**src/rtl/uart_tx_arbiter.sv**
```systemverilog
// Packet-atomic round-robin arbiter sharing one UART TX FIFO write port between NumReq requesters,
// with a stall timeout that releases a requester that stops supplying data mid-packet.
module uart_tx_arbiter #(
    parameter int unsigned NumReq        = 4,
    parameter int unsigned DataLength    = 8,
    parameter int unsigned TimeoutCycles = 1024
) (
    input  logic                         i_clk,
    input  logic                         i_rst,
    input  logic [NumReq-1:0]            i_req_valid,
    input  logic [NumReq*DataLength-1:0] i_req_data,
    input  logic [NumReq-1:0]            i_req_last,
    output logic [NumReq-1:0]            o_req_ready,
    output logic [DataLength-1:0]        o_tx_data,
    output logic                         o_tx_req,
    input  logic                         i_tx_rdy,
    output logic [NumReq-1:0]            o_grant,
    output logic                         o_busy,
    output logic                         o_timeout,
    output logic [$clog2(NumReq)-1:0]    o_timeout_id
);

    localparam int unsigned IdW  = $clog2(NumReq);
    localparam int unsigned CntW = (TimeoutCycles > 1) ? $clog2(TimeoutCycles) : 1;
    localparam logic [CntW-1:0] CntLast = CntW'(TimeoutCycles - 1);
    localparam logic [IdW-1:0]  IdLast  = IdW'(NumReq - 1);

    typedef enum logic [0:0] {StIdle, StGrant} state_e;

    state_e          state_q, state_d;
    logic [IdW-1:0]  gid_q, gid_d;
    logic [IdW-1:0]  last_id_q, last_id_d;
    logic [CntW-1:0] cnt_q, cnt_d;
    logic            timeout_q, timeout_d;
    logic [IdW-1:0]  timeout_id_q, timeout_id_d;

    logic [DataLength-1:0] req_bytes [NumReq];
    logic [IdW-1:0]        pick;
    logic                  found;
    int unsigned           idx;
    logic                  busy;
    logic                  xfer;

    always_comb begin
        for (int k = 0; k < int'(NumReq); k++) begin
            req_bytes[k] = i_req_data[k*DataLength +: DataLength];
        end
    end

    // Circular search starting just above the previous owner.
    always_comb begin
        pick  = '0;
        found = 1'b0;
        idx   = 0;
        for (int unsigned i = 1; i <= NumReq; i++) begin
            idx = (int'(last_id_q) + i) % NumReq;
            if (!found && i_req_valid[IdW'(idx)]) begin
                found = 1'b1;
                pick  = IdW'(idx);
            end
        end
    end

    assign busy = (state_q == StGrant);
    assign xfer = busy & i_req_valid[gid_q] & i_tx_rdy;

    always_comb begin
        o_req_ready = '0;
        o_tx_data   = '0;
        o_grant     = '0;
        if (busy) begin
            o_req_ready[gid_q] = i_tx_rdy;
            o_tx_data          = req_bytes[gid_q];
            o_grant[gid_q]     = 1'b1;
        end
    end

    assign o_tx_req     = xfer;
    assign o_busy       = busy;
    assign o_timeout    = timeout_q;
    assign o_timeout_id = timeout_id_q;

    always_comb begin
        state_d      = state_q;
        gid_d        = gid_q;
        last_id_d    = last_id_q;
        cnt_d        = cnt_q;
        timeout_d    = 1'b0;
        timeout_id_d = timeout_id_q;
        unique case (state_q)
            StIdle: begin
                if (found) begin
                    state_d = StGrant;
                    gid_d   = pick;
                    cnt_d   = '0;
                end
            end
            StGrant: begin
                if (xfer) begin
                    cnt_d = '0;
                    if (i_req_last[gid_q]) begin
                        state_d   = StIdle;
                        last_id_d = gid_q;
                    end
                end else if (TimeoutCycles != 0 && cnt_q == CntLast) begin
                    // Partial packet is left as sent; the owner simply loses the port.
                    state_d      = StIdle;
                    last_id_d    = gid_q;
                    timeout_d    = 1'b1;
                    timeout_id_d = gid_q;
                end else begin
                    cnt_d = cnt_q + CntW'(1);
                end
            end
            default: state_d = StIdle;
        endcase
    end

    always_ff @(posedge i_clk or posedge i_rst) begin
        if (i_rst) begin
            state_q      <= StIdle;
            gid_q        <= '0;
            last_id_q    <= IdLast;
            cnt_q        <= '0;
            timeout_q    <= 1'b0;
            timeout_id_q <= '0;
        end else begin
            state_q      <= state_d;
            gid_q        <= gid_d;
            last_id_q    <= last_id_d;
            cnt_q        <= cnt_d;
            timeout_q    <= timeout_d;
            timeout_id_q <= timeout_id_d;
        end
    end

endmodule

```
**config.mk**
```make
export PLATFORM = sky130hd
export DESIGN_NAME = uart_tx_arbiter
export DESIGN_NICKNAME = d
export VERILOG_FILES = /design/src/rtl/uart_tx_arbiter.sv
export SDC_FILE = /design/constraint.sdc
export NUM_CORES = 1
export LEC_CHECK = 0
export CAP_MARGIN = 20
export CORE_ASPECT_RATIO = 0.75
export CORE_MARGIN = 4
export CORE_UTILIZATION = 44
export CTS_CLUSTER_SIZE = 30
export DETAILED_ROUTE_END_ITERATION = 8
export GPL_TIMING_DRIVEN = 0
export PLACE_DENSITY = 0.95
export SETUP_SLACK_MARGIN = 0.3
export SLEW_MARGIN = 15
export SYNTH_ARGS = -nofsm -noshare
export SYNTH_HDL_FRONTEND = slang
export SYNTH_SLANG_ARGS = --single-unit
```
**constraint.sdc**
```tcl
create_clock -name i_clk -period 4.34 [get_ports i_clk]
set_clock_uncertainty 0.15 [all_clocks]
set_input_delay 0.651 -clock i_clk [delete_from_list [all_inputs] [get_ports i_clk]]
set_output_delay 0.651 -clock i_clk [all_outputs]
set_load 0.01 [all_outputs]
```
**Run 1: I/O pins on the die edge**

Pins as bars across the die edge, other pins in gray.
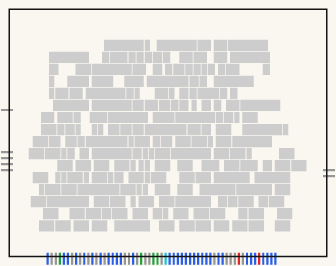
red -> `o_timeout_id`  # pins 2, direction output, edge south
cyan -> `o_tx_req`  # pins 1, direction output, edge south
blue -> `i_req_data`  # pins 32, direction input, edge south
green -> `o_grant`  # pins 4, direction output, edge south
all pins by edge = 57 south, 5 west, 2 east
chip height: 55.6 um
count of port buffers added during placement: 63
floorplan die width: 71.5 um

**Run 1: wiring by layer**

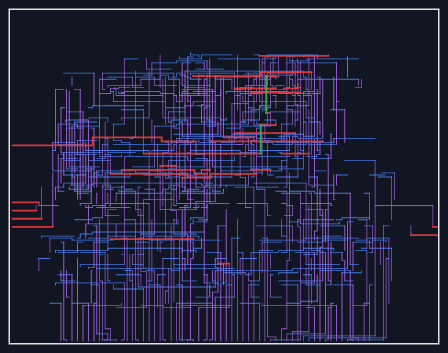
green -> metal 4  # wire length 10.9 um
blue -> metal 1  # wire length 1660 um
purple -> metal 2  # wire length 2320 um
red -> metal 3  # wire length 234 um
detailed-route via count: 1398
total track usage: 21.2%
final WL: 4.23 mm
per-cell routed wire length: 17.8 um

==> changes_impl.md, run 1 <==
### Physical design

* Buffer type at the clock tree root: sky130_fd_sc_hd__clkbuf_8
* Antenna violations before repair at 0
* Synth Seq Share at 34.1%
* Area share of fa/ha/maj cells after synthesis at 0.942%
* Core area at 2740 sq um
* Chip area in the Yosys report at 1330 sq um
* Critical Path End: o_tx_req
* Minimum period implied by the final worst setup slack at 3.19 ns
* EDFF count, synth at 0
* R2R cell count at 7
* Dominant Register Cell: sky130_fd_sc_hd__dfrtp_1
* Capture point of the worst reg-to-reg path: o_timeout_id[0]
* Transition time at the pin with the least slew margin at 0.691 ns
* Post-route clock period utilization at 73.4%
* Reg power frac at 25.3%
* Cells resized by post-CTS repair at 0
* Critical path data arrival time at 2.38 ns
* Routability congestion estimate from global placement at 0.786
* Highest metal used: met4
* Synth area leaders: sky130_fd_sc_hd__dfrtp_1 (30%), sky130_fd_sc_hd__mux4_2 (12%), sky130_fd_sc_hd__mux4_1 (5.9%)
* Count of buffers added by post-CTS timing repair for setup at 0
* Overflow after GRT at 0
* Clock tree from TritonCTS: yes
* Final hold slack at 0.329 ns
* Core utilization before placement at 48.4%
* Critical path capture point type: output pin
* Worst setup slack for register-to-register paths at 2.16 ns
* Net switching power at 0.387 mW
* Via count normalized by instance count at 5.90
* DRC violations left at 0
* Global routing met1 resource utilization at 27.3%
* Count of mapped cells out of synthesis at 134
* Largest area contributor in the netlist: sky130_fd_sc_hd__dfrtp_1
* Setup tns final at 0 ns
* Fraction of post-synthesis cell area in the top cell type by area at 30.1%
* Reg-to-reg critical path startpoint: cnt_q[0]
* Number of buffers added by the clock tree synthesis step at 3
* Synth Area in XOR/XNOR at 0%
* Kind of start point of the critical path: primary input
* Clk pin slew, worst setup/hold paths at 0.07 ns
* Internal at 0.646 mW
* Mapped Avg Cell Area at 9.92 sq um
* Area growth from synthesis to final layout at 55.0%
* Core occupancy in the finished layout at 75.1%
* Power density of the placed cells at 501 nW/um^2
* Type of the tightest min-delay check: reg2reg
* H-tree depth at 1
* Peak-usage layer in the global routing report: met2
* Endpoints failing setup at 0
* Clock network fraction of design power at 13.3%
* Net switching share of the total power at 37.5%
* Site row count at 16
* Post-detailed-placement half-perimeter wirelength at 3.34 mm
* Met2 capacity usage during global routing at 37.6%
* Unrepaired setup endpoints after global routing: false
* Yosys warnings at 0
* Antenna diode count at 0
* Complex-gate fraction of the synthesized area at 19.5%
* Worst Path Required at 3.54 ns
* Hold violation count in the final report at 0
* Largest voltage drop on the vdd net at 0.000299 V
* Share of cells above drive strength 1 at 11.4%
* Total nets after synthesis at 178
* Yosys cell count at 134
* Top cell type by instance count after synthesis: sky130_fd_sc_hd__dfrtp_1
* Top-level I/O count at 64
* Combinational cell fraction of total power at 61.4%
* Top achievable clock speed at 0.314 GHz
* Tally of max-capacitance violations at 0
* Maximum number of pins on one net before global-route repair at 19
* Die Footprint at 3970 sq um
* Count of tool warnings at 26
* Status: complete, no violations
* Static leakage at 0.854 nW
* Launching instance or port of the critical path: i_req_valid[3]
* Most frequent cells after synthesis: sky130_fd_sc_hd__dfrtp_1 (16), sky130_fd_sc_hd__nor2_1 (12), sky130_fd_sc_hd__a21oi_1 (9), sky130_fd_sc_hd__nand2_1 (9), sky130_fd_sc_hd__and2_1 (8)
**Run 1: logic cells by family**

Bar = 20 um.
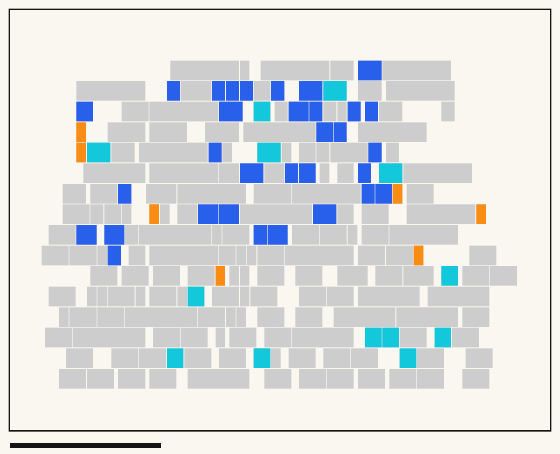
orange -> inv cells  # cells 7, most used inv_1
cyan -> and/or cells  # cells 13, most used and2_1
blue -> aoi and oai cells  # cells 32, most used a21oi_1
filler-free cell count of the finished design: 237
dominant logic cell type in the layout: sky130_fd_sc_hd__clkdlybuf4s50_1
fraction of standard cell area in multi-input logic: 38.6%

run 1: worst min-delay path by stage:
| stage | end | slack (ns) | cells past startpoint |
|---|---|---|---|
| 2_1_floorplan | cnt_q[7] | 0.29 | 1 |
| 3_3_place_gp | cnt_q[7] | 0.31 | 1 |
| 3_5_place_dp | cnt_q[7] | 0.32 | 1 |
| 4_1_cts | cnt_q[7] | 0.33 | 1 |
| 5_1_grt | cnt_q[7] | 0.34 | 1 |
| 6_report | cnt_q[7] | 0.33 | 1 |
run 1: critical path: stages:
cell and delay, ns:
sky130_fd_sc_hd__clkdlybuf4s50_1 0.50, sky130_fd_sc_hd__mux4_2 0.57, sky130_fd_sc_hd__nand2_1 0.13, sky130_fd_sc_hd__nor2_1 0.05, sky130_fd_sc_hd__clkdlybuf4s50_1 0.49
run 1: per-stage QoR:
step                      instance area, sq um  instances  setup slack, ns  power, mW
after global placement                    2000        233             1.20      0.861
after global routing                      2060        237             1.14       1.09
after CTS                                 2060        237             1.18       1.03
after floorplan                           1330        134             2.18      0.616
after detailed placement                  2000        233             1.18      0.893
final                                     2060        237             1.15       1.03
run 1: sequential cells by signal, indices dropped and copies added, names as in the netlist:
register / flops
cnt_q: 10
o_timeout_id: 2
gid_q: 2
o_timeout: 1
last_id_q: 2
o_busy: 1
run 1: power groups by stage:
stage / Combinational, mW / Sequential, mW / Clock, mW
after floorplan: 0.368 / 0.248 / 0
after global placement: 0.606 / 0.255 / 0
after detailed placement: 0.631 / 0.261 / 0
after CTS: 0.636 / 0.259 / 0.140
after global routing: 0.681 / 0.267 / 0.146
final: 0.634 / 0.261 / 0.137
run 1: final cells by class:
type                       instances  area, sq um
clock buffer                       4         55.1
fill                             165          683
buffer                            10         55.1
inverter                           7         26.3
sequential                        18          453
multi-input combinational         99          795
tap                               36         45.0
timing repair buffer              63          631
**Run 1: where the registers sit**

Other sequential cells in the stronger gray, the rest of the logic in the fainter gray.
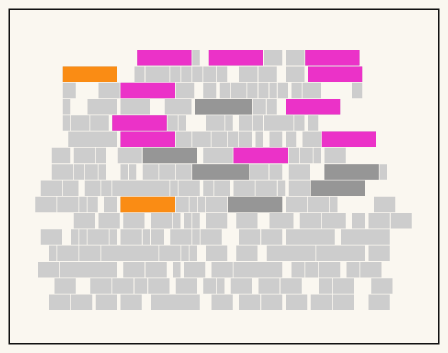

==> inputs of run 2 (changes only) <==
Settings changed: CORE_UTILIZATION 44 to 37, PLACE_DENSITY 0.95 to 0.88.
Clock period 4.34 ns to 2.9 ns, I/O delays scaled along.
**Run 2: where the registers sit**

Other sequential cells in the stronger gray, the rest of the logic in the fainter gray.
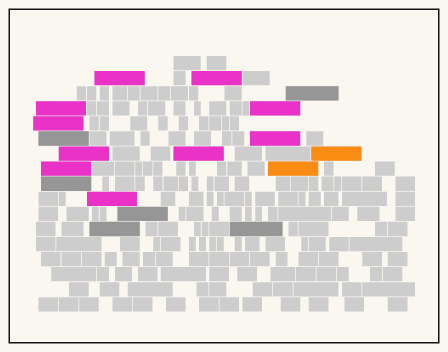
magenta -> `cnt_q`  # flops 10
orange -> `gid_q`  # flops 2
not colored = 6
Seq power: 0.389 mW
Seq area share: 21.8%
area of all sequential standard cells: 453 sq um
core occupancy in the finished layout: 61.6%

==> changes_impl.md, run 2 <==
### Physical design

* Reported combinational group power at 0.930 mW (+47%)
* Tally of max-capacitance violations at 0 (unchanged)
* DRT antenna net count at 0
* Filler-free cell count of the finished design at 242 (+2.1%)
* Slowest stage delay, CP at 0.48 ns (-0.09 ns)
* Transition time at the pin with the least slew margin at 0.683 ns (-0.00726 ns)
* Via count normalized by instance count at 5.67 (-4.0%)
* Site row count at 18 (+2)
* Worst path cell trace: clkdlybuf4s50_1 -> mux4_1 -> and2_1 -> clkdlybuf4s50_1
* Count of mapped cells out of synthesis at 134 (unchanged)
* Type of the tightest min-delay check: reg2reg
* Power drawn by the clock network at 0.203 mW (+48%)
* Mapped Avg Cell Area at 9.92 sq um (unchanged)
* Per-cell routed wire length at 17.0 um (-4.6%)
* Setup tns final at 0 ns (unchanged)
* Total nets after synthesis at 178 (unchanged)
* Number of filler instances in the final layout at 286 (+73%)
* Largest voltage drop on the vdd net at 0.000425 V (+42%)
* End of the worst hold path: cnt_q[7]
* Worst Path Required at 2.32 ns (-1.22 ns)
* Overflow after GRT at 0 (unchanged)
* Count of port buffers added during placement at 63 (unchanged)
* Total track usage at 18.5% (-2.7 points)
* Clock network fraction of design power at 13.4% (about the same)
* Largest area contributor in the netlist: sky130_fd_sc_hd__dfrtp_1
* Hold Path Stages at 1 (unchanged)
* Worst setup slack for register-to-register paths at 0.73 ns (-1.43 ns)
* Hold violation count in the final report at 0 (unchanged)
* Max reg flops at 10 (unchanged)
* Floorplan die width at 77.2 um (+8.0%)
* Internal at 0.956 mW (+48%)
* Top cell type by instance count after synthesis: sky130_fd_sc_hd__dfrtp_1
* CP max-delay cell: sky130_fd_sc_hd__mux4_1
* Final WL at 4.12 mm (-2.6%)
* R2R cell count at 7 (unchanged)
* Post-DP Area at 2010 sq um (+0.25%)
* Routability congestion estimate from global placement at 0.809 (+2.9%)
* EDFF count, synth at 0 (unchanged)
* Kind of start point of the critical path: primary input
* Clk pin slew, worst setup/hold paths at 0.07 ns (about the same)
* Net switching power at 0.566 mW (+46%)
* Area growth from synthesis to final layout at 56.5%
* Net switching share of the total power at 37.2% (-0.27 points)
* Post-Layout Inst Area at 2080 sq um (+0.97%)
* Dominant logic cell type in the layout: sky130_fd_sc_hd__clkdlybuf4s50_1
* Detailed-route via count at 1371 (-1.9%)
* Most frequent cells after synthesis: sky130_fd_sc_hd__dfrtp_1 (16), sky130_fd_sc_hd__nor2_1 (12), sky130_fd_sc_hd__a21oi_1 (9), sky130_fd_sc_hd__nand2_1 (9), sky130_fd_sc_hd__and2_1 (8)
* Largest register by flop count: cnt_q
* H-tree depth at 1 (unchanged)
* Minimum period implied by the final worst setup slack at 2.53 ns
* Synth Seq Share at 34.1% (unchanged)
* Complex-gate fraction of the synthesized area at 19.5% (unchanged)
* Unrepaired setup endpoints after global routing: false
* Placed Cells at 237 (+1.7%)
* Die Footprint at 4620 sq um (+16%)
* Core area at 3380 sq um (+23%)
* Chip area in the Yosys report at 1330 sq um (unchanged)
* Yosys cell count at 134 (unchanged)
* Critical path capture point type: output pin
* Synth Area in XOR/XNOR at 0% (unchanged)
* Count of tool warnings at 27 (+3.8%)
* Dominant Register Cell: sky130_fd_sc_hd__dfrtp_1
* Library cell appearing most often on the critical path: sky130_fd_sc_hd__clkdlybuf4s50_1
* Antenna violations before repair at 0 (unchanged)
* Maximum number of pins on one net before global-route repair at 19 (unchanged)
* Antenna diode count at 0 (unchanged)
* Endpoints failing setup at 0 (unchanged)
* Top achievable clock speed at 0.395 GHz
* Combinational cell fraction of total power at 61.1% (-0.3 points)
* Clock tree from TritonCTS: yes
* Power density of the placed cells at 732 nW/um^2 (+46%)
* Post-detailed-placement half-perimeter wirelength at 3.27 mm (-2.1%)
* Reg-to-reg critical path startpoint: cnt_q[0]
* Capture point of the worst reg-to-reg path: o_timeout_id[0]
* Chip height at 59.9 um (+7.8%)
* Number of buffers added by the clock tree synthesis step at 3 (unchanged)
* Reg power frac at 25.6% (+0.3 points)
* Status: complete, no violations
* Flip-flop and latch count after synthesis at 18
* Yosys warnings at 0 (unchanged)
* Top-level I/O count at 64 (unchanged)
* Critical path data arrival time at 1.95 ns (-0.43 ns)
* Fraction of post-synthesis cell area in the top cell type by area at 30.1% (unchanged)
* Core utilization before placement at 39.3% (-9.1 points)
## run 2: cell counts after synthesis
No cell type changed its count.
## run 2: worst max-delay path, delay by kind of cell
| kind | cells | cell delay (ns) |
|---|---|---|
| buffers and inverters | 2 | 0.87 |
| multiplexers | 1 | 0.48 |
| AND/OR/NAND/NOR | 1 | 0.16 |
## run 2: per-layer routing
metal | GRT usage (%) | vias up | wire length (um)
met1 | 23.8 | 668 | 1790
met3 | 3.61 | 6 | 201
met4 | 5.08 | 0 | 68
met5 | 0 | - | 0
met2 | 32.1 | 46 | 2060
li1 | - | 651 | -
## run 2: worst max-delay path by stage
stage / start / to / slack [ns] / cells after the start
after global routing: i_req_valid[3] / o_tx_req / 0.31 / 5
after floorplan: cnt_q[0] / o_timeout_id[0] / 0.93 / 7
after CTS: gid_q[0] / o_tx_data[5] / 0.26 / 5
final: i_req_data[23] / o_tx_data[7] / 0.37 / 4
after global placement: i_req_valid[3] / o_tx_req / 0.14 / 5
after detailed placement: i_req_valid[3] / o_tx_req / 0.14 / 5
## run 2: metrics by stage
stage | hold WS (ns) | worst slack, ns | util (%)
2_1_floorplan | 0.222 | 0.926 | -
3_3_place_gp | 0.327 | 0.136 | 59.5
3_5_place_dp | 0.326 | 0.140 | 59.5
4_1_cts | 0.340 | 0.259 | 61.4
5_1_grt | 0.366 | 0.309 | 61.6
6_report | 0.344 | 0.368 | 61.6
## run 2: final cells by class
type                       count  area [sq um]  share of cell area, %
clock buffer                   4          55.1                   2.65
inverter                       7          26.3                   1.26
multi-input combinational     99           795                   38.2
timing repair buffer          64           633                   30.4
buffer                        10          67.6                   3.25
tap                           40          50.0                   2.41
sequential                    18           453                   21.8
## run 2: timing repair
action,4_1_cts,5_1_grt
setup endpoints to repair,9,5
resized,10,4
buffers inserted,1,0
hold buffers,0,0
**Run 2: clock wiring as the flow saved it**

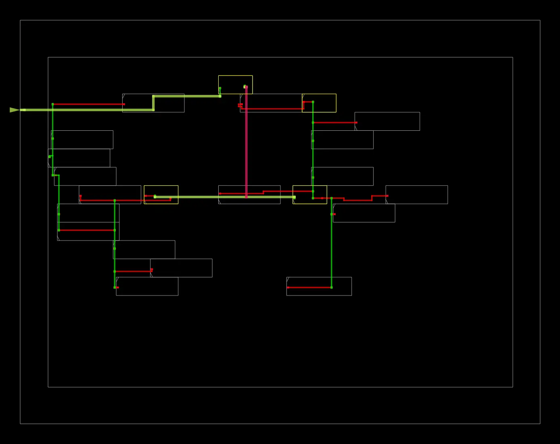

==> inputs of run 3 (changes only) <==
Settings changed: RECOVER_POWER set to 100.
**Run 3: clock wiring as the flow saved it**

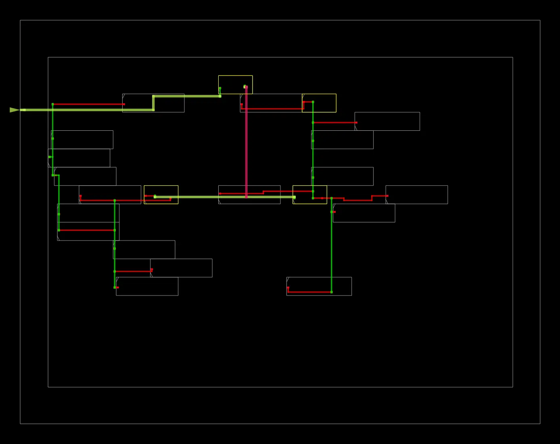
clkbuf count: 4
power drawn by the clock network: 0.204 mW
clock net sink count: 18

==> changes_impl.md, run 3 <==
### Physical design

* DRT antenna net count at 0 (unchanged)
* Net switching power at 0.560 mW (-1.1%)
* Internal at 0.909 mW (-4.9%)
* Top achievable clock speed at 0.377 GHz (-4.6%)
* Top cell type by instance count after synthesis: sky130_fd_sc_hd__dfrtp_1
* Overflow after GRT at 0 (unchanged)
* Clock tree from TritonCTS: yes
* Area of all sequential standard cells at 453 sq um (unchanged)
* Total nets after synthesis at 178 (unchanged)
* Chip area in the Yosys report at 1330 sq um (unchanged)
* Core utilization before placement at 39.3% (unchanged)
* Total track usage at 18.5% (unchanged)
* Critical path data arrival time at 2.07 ns (+0.12 ns)
* Core area at 3380 sq um (unchanged)
* Flip-flop and latch count after synthesis at 18 (unchanged)
* Number of buffers added by the clock tree synthesis step at 3 (unchanged)
* Synth Seq Share at 34.1% (unchanged)
* Kind of start point of the critical path: primary input
* Capture point of the worst reg-to-reg path: o_timeout_id[0]
* Dominant Register Cell: sky130_fd_sc_hd__dfrtp_1
* Inverters at 7 (unchanged)
* Buffering stage count on the worst path with inverters included at 2 (unchanged)
* Met2 capacity usage during global routing at 32.1% (unchanged)
* Via count normalized by instance count at 5.69 (+0.51%)
* M3 GR Usage at 3.61% (unchanged)
* Routability congestion estimate from global placement at 0.809 (unchanged)
* Global routing met1 resource utilization at 23.8% (unchanged)
* Core occupancy in the finished layout at 61.0% (-0.52 points)
* Die Footprint at 4620 sq um (unchanged)
* Tally of max-capacitance violations at 0 (unchanged)
* Seq area share at 22.0% (+0.18 points)
* Status: complete, no violations
* PnR worst setup slack at 0.247 ns (-0.122 ns)
* Maximum number of pins on one net before global-route repair at 19 (unchanged)
* Transition time at the pin with the least slew margin at 0.687 ns (+0.00403 ns)
* Tap Count at 40 (unchanged)
* Chip height at 59.9 um (unchanged)
* Reg power frac at 26.5% (+0.9 points)
* Count of port buffers added during placement at 63 (unchanged)
* Mapped Avg Cell Area at 9.92 sq um (unchanged)
* Unrepaired setup endpoints after global routing: false
* Worst path cell trace: clkdlybuf4s50_1 -> mux4_1 -> and2_1 -> dlygate4sd3_1
* Most frequent cells after synthesis: sky130_fd_sc_hd__dfrtp_1 (16), sky130_fd_sc_hd__nor2_1 (12), sky130_fd_sc_hd__a21oi_1 (9), sky130_fd_sc_hd__nand2_1 (9), sky130_fd_sc_hd__and2_1 (8)
* Endpoints failing setup at 0 (unchanged)
* Post-Layout Inst Area at 2060 sq um (-0.84%)
* Critical path capture point type: output pin
* Clk pin slew, worst setup/hold paths at 0.07 ns (about the same)
* Yosys cell count at 134 (unchanged)
* Fraction of standard cell area in multi-input logic at 38.3% (+0.14 points)
* Power density of the placed cells at 712 nW/um^2 (-2.7%)
* Floorplan die width at 77.2 um (unchanged)
* Number of filler instances in the final layout at 287 (+0.35%)
* Post-DP Area at 2010 sq um (unchanged)
* Final WL at 4.11 mm (-0.24%)
* Per-cell routed wire length at 17.0 um (-0.24%)
* Clock network fraction of design power at 13.9% (+0.5 points)
* Worst Path Required at 2.32 ns (about the same)
* Post-detailed-placement half-perimeter wirelength at 3.27 mm (unchanged)
* Peak-usage layer in the global routing report: met2
* Antenna diode count at 0 (unchanged)
* Antenna violations before repair at 0 (unchanged)
==> run 3: cell types whose count changed in the layout (fill, tap and decap cells not counted), sizes merged <==
cell	change
clkdlybuf4s50	-16
dlygate4sd3	+16
buf	-2
clkbuf	+2
==> run 3: power by group through the flow <==
stage | Combinational [mW] | Sequential, mW | Clock [mW]
after floorplan | 0.551 | 0.371 | 0
after global placement | 0.918 | 0.383 | 0
after detailed placement | 0.938 | 0.391 | 0
after CTS | 0.936 | 0.387 | 0.208
after global routing | 0.941 | 0.399 | 0.224
final | 0.876 | 0.389 | 0.204
==> run 3: per-layer routing <==
| layer | wire length, um | vias to the layer above |
|---|---|---|
| li1 | - | 651 |
| met1 | 1780 | 668 |
| met4 | 80 | 0 |
| met2 | 2050 | 51 |
| met3 | 189 | 8 |
| met5 | 0 | - |
==> run 3: logic make-up after synthesis <==
family	Yosys count	synth area share [%]
and+or+nand+nor	44	17.5
AOI/OAI and AO/OA	39	19.5
DFF	18	34.1
buffers and inverters	17	6.12
muxes	15	21.8
adders and majority gates	1	0.941
==> run 3: worst max-delay path by stage <==
| stage | cells after the start | start | slack (ns) | end |
|---|---|---|---|---|
| 2_1_floorplan | 7 | cnt_q[0] | 0.93 | o_timeout_id[0] |
| 3_3_place_gp | 5 | i_req_valid[3] | 0.14 | o_tx_req |
| 5_1_grt | 4 | i_req_data[23] | 0.19 | o_tx_data[7] |
| 3_5_place_dp | 5 | i_req_valid[3] | 0.14 | o_tx_req |
| 6_report | 4 | i_req_data[23] | 0.25 | o_tx_data[7] |
| 4_1_cts | 5 | gid_q[0] | 0.26 | o_tx_data[5] |
==> run 3: timing repair <==
| action | CTS | global route |
|---|---|---|
| pin swaps | 0 | 0 |
| gates resized | 10 | 4 |
| endpoints found under the setup margin | 9 | 5 |
| buffers inserted | 1 | 0 |
No activity file was given, so power comes from the tool's default toggle rates.
